File: src/rtl/raiz_pkg.sv
// Shared types and constants for the square-root request scheduler.
package raiz_pkg;

    localparam int unsigned RAIZ_W       = 16;
    localparam int unsigned WDOG_MAX_DEF = 64;

    typedef enum logic [2:0] {
        S_IDLE  = 3'd0,
        S_START = 3'd1,
        S_GUARD = 3'd2,
        S_WAIT  = 3'd3,
        S_RESP  = 3'd4
    } state_t;

    // Requester index width; a single requester still needs one bit.
    function automatic int unsigned idx_width(int unsigned n);
        return (n > 1) ? $clog2(n) : 1;
    endfunction

    // Watchdog counter must be able to hold WDOG_MAX.
    function automatic int unsigned wdog_width(int unsigned max_cycles);
        return $clog2(max_cycles + 1);
    endfunction

endpackage

File: src/rtl/raiz_sched_if.sv
// Requester-side handshakes plus the root-unit port of the scheduler.
interface raiz_sched_if
    import raiz_pkg::*;
#(
    parameter int unsigned N_REQ  = 4,
    parameter int unsigned DATA_W = RAIZ_W
);
    logic [N_REQ-1:0]        req_valid;
    logic [N_REQ*DATA_W-1:0] req_data;
    logic [N_REQ-1:0]        req_ready;
    logic [N_REQ-1:0]        resp_valid;
    logic [N_REQ-1:0]        resp_ready;
    logic [DATA_W-1:0]       resp_q;
    logic [DATA_W-1:0]       resp_r;
    logic                    resp_err;
    logic                    sq_init;
    logic [DATA_W-1:0]       sq_rr;
    logic [DATA_W-1:0]       sq_q;
    logic [DATA_W-1:0]       sq_r;
    logic                    sq_done;

    modport master (
        output req_valid, req_data, resp_ready, sq_q, sq_r, sq_done,
        input  req_ready, resp_valid, resp_q, resp_r, resp_err, sq_init, sq_rr
    );

    modport slave (
        input  req_valid, req_data, resp_ready, sq_q, sq_r, sq_done,
        output req_ready, resp_valid, resp_q, resp_r, resp_err, sq_init, sq_rr
    );

endinterface

File: src/rtl/rr_arbiter.sv
// Combinational round-robin pick: first pending request at or after ptr, wrapping.
module rr_arbiter
    import raiz_pkg::*;
#(
    parameter  int unsigned N_REQ = 4,
    localparam int unsigned IDX_W = idx_width(N_REQ)
) (
    input  logic [N_REQ-1:0] req,
    input  logic [IDX_W-1:0] ptr,
    output logic [N_REQ-1:0] grant,
    output logic [IDX_W-1:0] index,
    output logic             any
);

    logic [IDX_W-1:0] cand;

    always_comb begin
        grant = '0;
        index = '0;
        any   = 1'b0;
        cand  = '0;
        for (int unsigned i = 0; i < N_REQ; i++) begin
            cand = IDX_W'((32'(ptr) + i) % N_REQ);
            if (!any && req[cand]) begin
                any         = 1'b1;
                grant[cand] = 1'b1;
                index       = cand;
            end
        end
    end

endmodule

File: src/rtl/raiz_sched.sv
// Round-robin scheduler sharing one square-root unit among N_REQ requesters,
// with a watchdog that aborts an operation whose done never arrives.
module raiz_sched
    import raiz_pkg::*;
#(
    parameter  int unsigned N_REQ    = 4,
    parameter  int unsigned DATA_W   = RAIZ_W,
    parameter  int unsigned WDOG_MAX = WDOG_MAX_DEF,
    localparam int unsigned IDX_W    = idx_width(N_REQ)
) (
    input  logic             clk,
    input  logic             rst,
    raiz_sched_if.slave      bus,
    output logic             busy,
    output logic [IDX_W-1:0] grant_id
);

    localparam int unsigned CNT_W = wdog_width(WDOG_MAX);

    state_t            state, state_n;
    logic [IDX_W-1:0]  ptr, ptr_n, gid_n, win_idx;
    logic [N_REQ-1:0]  win_grant, rv_n;
    logic              win_any;
    logic [DATA_W-1:0] ops [N_REQ];
    logic [DATA_W-1:0] rr_n, q_n, r_n;
    logic              err_n, init_n;
    logic [CNT_W-1:0]  wdog, wdog_n;

    for (genvar i = 0; i < int'(N_REQ); i++) begin : g_ops
        assign ops[i] = bus.req_data[i*DATA_W +: DATA_W];
    end

    rr_arbiter #(.N_REQ(N_REQ)) u_arb (
        .req   (bus.req_valid),
        .ptr   (ptr),
        .grant (win_grant),
        .index (win_idx),
        .any   (win_any)
    );

    always_ff @(posedge clk or negedge rst) begin
        if (!rst) begin
            state          <= S_IDLE;
            ptr            <= '0;
            grant_id       <= '0;
            wdog           <= '0;
            busy           <= 1'b0;
            bus.sq_init    <= 1'b0;
            bus.sq_rr      <= '0;
            bus.resp_valid <= '0;
            bus.resp_q     <= '0;
            bus.resp_r     <= '0;
            bus.resp_err   <= 1'b0;
        end else begin
            state          <= state_n;
            ptr            <= ptr_n;
            grant_id       <= gid_n;
            wdog           <= wdog_n;
            busy           <= (state_n != S_IDLE);
            bus.sq_init    <= init_n;
            bus.sq_rr      <= rr_n;
            bus.resp_valid <= rv_n;
            bus.resp_q     <= q_n;
            bus.resp_r     <= r_n;
            bus.resp_err   <= err_n;
        end
    end

    // Next-state and next register values; req_ready is the only same-cycle output.
    always_comb begin
        state_n       = state;
        ptr_n         = ptr;
        gid_n         = grant_id;
        wdog_n        = wdog;
        init_n        = 1'b0;
        rr_n          = bus.sq_rr;
        rv_n          = bus.resp_valid;
        q_n           = bus.resp_q;
        r_n           = bus.resp_r;
        err_n         = bus.resp_err;
        bus.req_ready = '0;
        unique case (state)
            S_IDLE: begin
                if (win_any) begin
                    bus.req_ready = win_grant;
                    rr_n          = ops[win_idx];
                    gid_n         = win_idx;
                    init_n        = 1'b1;
                    state_n       = S_START;
                end
            end
            S_START: state_n = S_GUARD;
            // Done may still be high from the previous operation; skip it here.
            S_GUARD: begin
                wdog_n  = '0;
                state_n = S_WAIT;
            end
            S_WAIT: begin
                if (bus.sq_done) begin
                    q_n     = bus.sq_q;
                    r_n     = bus.sq_r;
                    err_n   = 1'b0;
                    rv_n    = N_REQ'(1) << grant_id;
                    state_n = S_RESP;
                end else if (wdog == CNT_W'(WDOG_MAX - 1)) begin
                    q_n     = '0;
                    r_n     = '0;
                    err_n   = 1'b1;
                    rv_n    = N_REQ'(1) << grant_id;
                    state_n = S_RESP;
                end else begin
                    wdog_n = wdog + CNT_W'(1);
                end
            end
            S_RESP: begin
                if (bus.resp_ready[grant_id]) begin
                    rv_n    = '0;
                    ptr_n   = (grant_id == IDX_W'(N_REQ - 1)) ? '0 : grant_id + IDX_W'(1);
                    state_n = S_IDLE;
                end
            end
            default: state_n = S_IDLE;
        endcase
    end

endmodule
File: src/flat_wrapper.sv
// flat-port wrapper written by rule: the top's interface ports become plain ports
module raiz_sched_flat import raiz_pkg::*;
#(
    parameter  int unsigned N_REQ    = 4,
    parameter  int unsigned DATA_W   = RAIZ_W,
    parameter  int unsigned WDOG_MAX = WDOG_MAX_DEF,
    localparam int unsigned IDX_W    = idx_width(N_REQ)
)
  (clk, rst, busy, grant_id, bus_req_valid, bus_req_data, bus_resp_ready, bus_sq_q, bus_sq_r, bus_sq_done, bus_req_ready, bus_resp_valid, bus_resp_q, bus_resp_r, bus_resp_err, bus_sq_init, bus_sq_rr);
  raiz_sched_if #(.N_REQ(N_REQ), .DATA_W(DATA_W)) bus_i ();
  input  logic clk;
  input  logic rst;
  output logic busy;
  output logic [IDX_W-1:0] grant_id;
  input wire logic [$bits(bus_i.req_valid)-1:0] bus_req_valid;
  input wire logic [$bits(bus_i.req_data)-1:0] bus_req_data;
  input wire logic [$bits(bus_i.resp_ready)-1:0] bus_resp_ready;
  input wire logic [$bits(bus_i.sq_q)-1:0] bus_sq_q;
  input wire logic [$bits(bus_i.sq_r)-1:0] bus_sq_r;
  input wire logic [$bits(bus_i.sq_done)-1:0] bus_sq_done;
  output wire logic [$bits(bus_i.req_ready)-1:0] bus_req_ready;
  output wire logic [$bits(bus_i.resp_valid)-1:0] bus_resp_valid;
  output wire logic [$bits(bus_i.resp_q)-1:0] bus_resp_q;
  output wire logic [$bits(bus_i.resp_r)-1:0] bus_resp_r;
  output wire logic [$bits(bus_i.resp_err)-1:0] bus_resp_err;
  output wire logic [$bits(bus_i.sq_init)-1:0] bus_sq_init;
  output wire logic [$bits(bus_i.sq_rr)-1:0] bus_sq_rr;
  assign bus_i.req_valid = bus_req_valid;
  assign bus_i.req_data = bus_req_data;
  assign bus_i.resp_ready = bus_resp_ready;
  assign bus_i.sq_q = bus_sq_q;
  assign bus_i.sq_r = bus_sq_r;
  assign bus_i.sq_done = bus_sq_done;
  assign bus_req_ready = bus_i.req_ready;
  assign bus_resp_valid = bus_i.resp_valid;
  assign bus_resp_q = bus_i.resp_q;
  assign bus_resp_r = bus_i.resp_r;
  assign bus_resp_err = bus_i.resp_err;
  assign bus_sq_init = bus_i.sq_init;
  assign bus_sq_rr = bus_i.sq_rr;
  raiz_sched #(.N_REQ(N_REQ), .DATA_W(DATA_W), .WDOG_MAX(WDOG_MAX)) u_core (.clk(clk), .rst(rst), .bus(bus_i), .busy(busy), .grant_id(grant_id));
endmodule
File: config.mk
export PLATFORM = sky130hd
export DESIGN_NAME = raiz_sched_flat
export DESIGN_NICKNAME = d
export VERILOG_FILES = /design/src/rtl/raiz_pkg.sv /design/src/rtl/raiz_sched_if.sv /design/src/rtl/rr_arbiter.sv /design/src/rtl/raiz_sched.sv /design/src/flat_wrapper.sv
export SDC_FILE = /design/constraint.sdc
export NUM_CORES = 1
export LEC_CHECK = 0
export ABC_AREA = 1
export ABC_CLOCK_PERIOD_IN_PS = 3700
export CAP_MARGIN = 0
export CELL_PAD_IN_SITES_DETAIL_PLACEMENT = 0
export CELL_PAD_IN_SITES_GLOBAL_PLACEMENT = 1
export CORE_UTILIZATION = 31
export DETAILED_ROUTE_END_ITERATION = 10
export HOLD_SLACK_MARGIN = 0.12
export PLACE_DENSITY = 0.78
export SLEW_MARGIN = 20
export SYNTH_ARGS = -nofsm -noshare
export SYNTH_HDL_FRONTEND = slang
export SYNTH_SLANG_ARGS = --single-unit
File: constraint.sdc
create_clock -name clk -period 3.7 [get_ports clk]
set_input_delay 1.11 -clock clk [delete_from_list [all_inputs] [get_ports clk]]
set_output_delay 1.11 -clock clk [all_outputs]
set_load 0.02 [all_outputs]
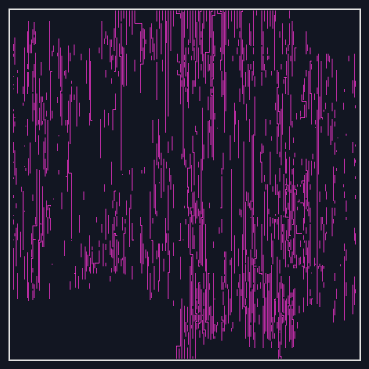
layer_met2.png
Scale: 3 px per um.
longest straight run: 64.6 um
wire length on this layer: 5650 um
GR Layer Usage met2: 0.301
total wire length: 12000 um

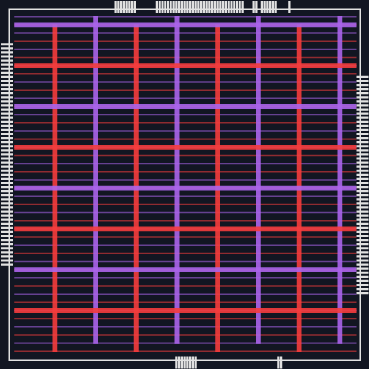
power_grid.png
Scale: 3 px per um. Pins as bars on the die edge.
legend:
  VDD:
    color: purple
  VSS:
    color: red
rows: 41
signal pins: 168
Placeable Area: 12700 um2
width of the die: 116 um
Peak VDD IR: 0.366 mV
chip height: 116 um

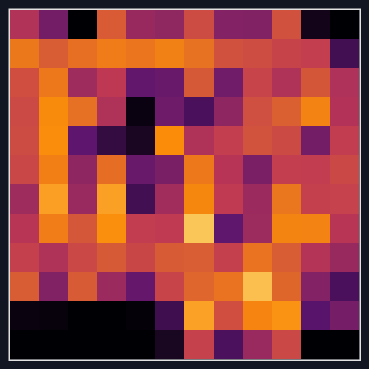
cell_density.png
Scale: 3 px per um. 12 x 12 tiles, from black (low) to pale yellow (high), 0 to 100% covered.
nearly empty tiles: 8.3%
tiles over 75% full: 5.6%
mean over tiles: 46%
fullest tile: 88%
Pre-Place Util: 0.319
fin util: 0.504

==> impl_metrics.toml <==
# generated from flow reports
[status]
outcome = "finished clean"

[power_and_ir_drop]
power_mw = 5.84
comb_cell_power_mw = 3.63
power_frac_comb = 0.621
clk-power_mw = 0.909
cellPowerDensity_nw_per_um2 = 911
p_seq_frac = 0.224
p_switching_mw = 2.62
powerSeq_mw = 1.31
power.leakage_nw = 3.17
p_clk_frac = 0.156
swShare = 0.448
power_leader = "combinational cells"

[final_layout]
clock_buffers = 10
sh_seq_area = 0.269
drive_gt1_frac = 0.137
lay_top_count = "clkdlybuf4s50_1"
top_regs = "u_core.bus.resp_q x16, u_core.bus.resp_r x16, u_core.bus.sq_rr x16"
syn_to_final_growth_pct = 57.8
nets = 810
inverters = 84
final-clk-cell-share = 0.0492
multiInputGateArea_um2 = 1940
mostFrequentLayoutCells = "clkdlybuf4s50_1, nand2_1, inv_1"
final_cell_area_um2 = 6410
fill_cells = 1233
final_cells = 867
antenna_cells = 0
nonClkBufAreaFrac = 0.294
comb_share = 0.303
flops = 69
largest_class = "logic gates"

[critical_path]
worstSetupEndpoint = "bus_req_ready[1]"
crit_type = "input pin to output port"
rr_worst_depth = 21
r2r_slack_ns = 0.30
crit_top_cell = "buf_4"
crit_path_max_fanout = 4
startpoint = "bus_req_valid[2]"
cp.required_ns = 2.59
critPathSlowestCell = "dlygate4sd2_1"
endpoint_kind = "output port"
worst-endpoint-arrival_ns = 2.51
path_buffers = 6
path_cells = "dlygate4sd2_1 -> inv_2 -> nand2_2 -> nand3_4 -> nand2_4 -> inv_4 -> nand4_1 -> buf_4 -> o2111ai_2 -> nand2_1 -> inv_1 -> buf_4"
timing.rr.end = "u_core.bus.sq_rr[6]"

[clocking]
cts_tree = "built"
post_cts_buffers = 10
clkSinkCount = 69
cts_root_buf = "clkbuf_16"
cts_hold_buf = 0
insertion_delay_ns = 0.33
worst_setup_hold_path_clk_slew_ns = 0.05
htreeDepth = 3
numCtsBuffers = 9
cts_buffer_depth = 2
cts.repair.resized = 26

[routing]
wl_per_cell_um = 13.8
via_per_inst = 4.58
route.met2.wl_um = 5650
drt_iter0_drc = 213
top_layer = "met4"
drcViolationCount = 0
vias = 3975
ant_nets = 0
wl_met1_um = 5220
dr.pass1.iters = 4
dr_wl_met3_um = 952

[yosys]
top_area_cell = "dfrtp_1"
mux_share = 0
area_leaders = "dfrtp_1, nand2_1, inv_1, nand3_1, a22o_1"
synthesis.area_um2 = 4060
synth.distinct_cells = 38
yosysChipArea_um2 = 4060
synthCells = 498
aoi_share = 0.119
top_area_frac = 0.425
ys_ff = 69
ys_cells = 498
postSynthSeqShare = 0.425
yosys.area_share.simple = 0.302
synth-main-ff-cell = "dfrtp_1"
synth.top_cells.by_count = "nand2_1, inv_1, dfrtp_1"
fp_nets = 618
syn_area_per_cell_um2 = 8.16
synth-edff-count = 0
logic_family = "simple AND/OR/NAND/NOR gates"
adder_share = 0.0400
async_flop_share = 1.00
xor_area_frac = 0.00216
ys_warn_count = 0

[placed_design]
place_inst = 838
preCtsSetupSlack_ns = -0.605
place_area_um2 = 5970
hpwlAfterDp_um = 8660
finalWeightedCongestion = 0.814

[final_timing]
tightest_slew_ns = 0.480
fin_crit_sh = 0.980
skew_ns = 0.0101
relSlewSlack = 0.680
fmax_mhz = 276
whs_ns = 0.481
slew_viol_final = 0

[global_route]
grt_pass1_vias = 3927
grt_antenna_before_repair = 0
use_met3 = 0.0509
grt_start_max_net_pins = 38
busiest_layer = "met2"
grt_overflow = 0
use_met1 = 0.215
grt_pass1_wl_um = 18600
globalRouteTotalUtil = 0.176

[min_path]
holdCritStartpoint = "u_core.bus.sq_rr[2]"
hold_end = "u_core.bus.sq_rr[2]"
hp-class = "register to register"

[job]
cap_violations = 0
tool_warnings = 36

[floorplan]
nWellTaps = 172
chipArea_um2 = 13600
io_pins = 168
num_rows = 41
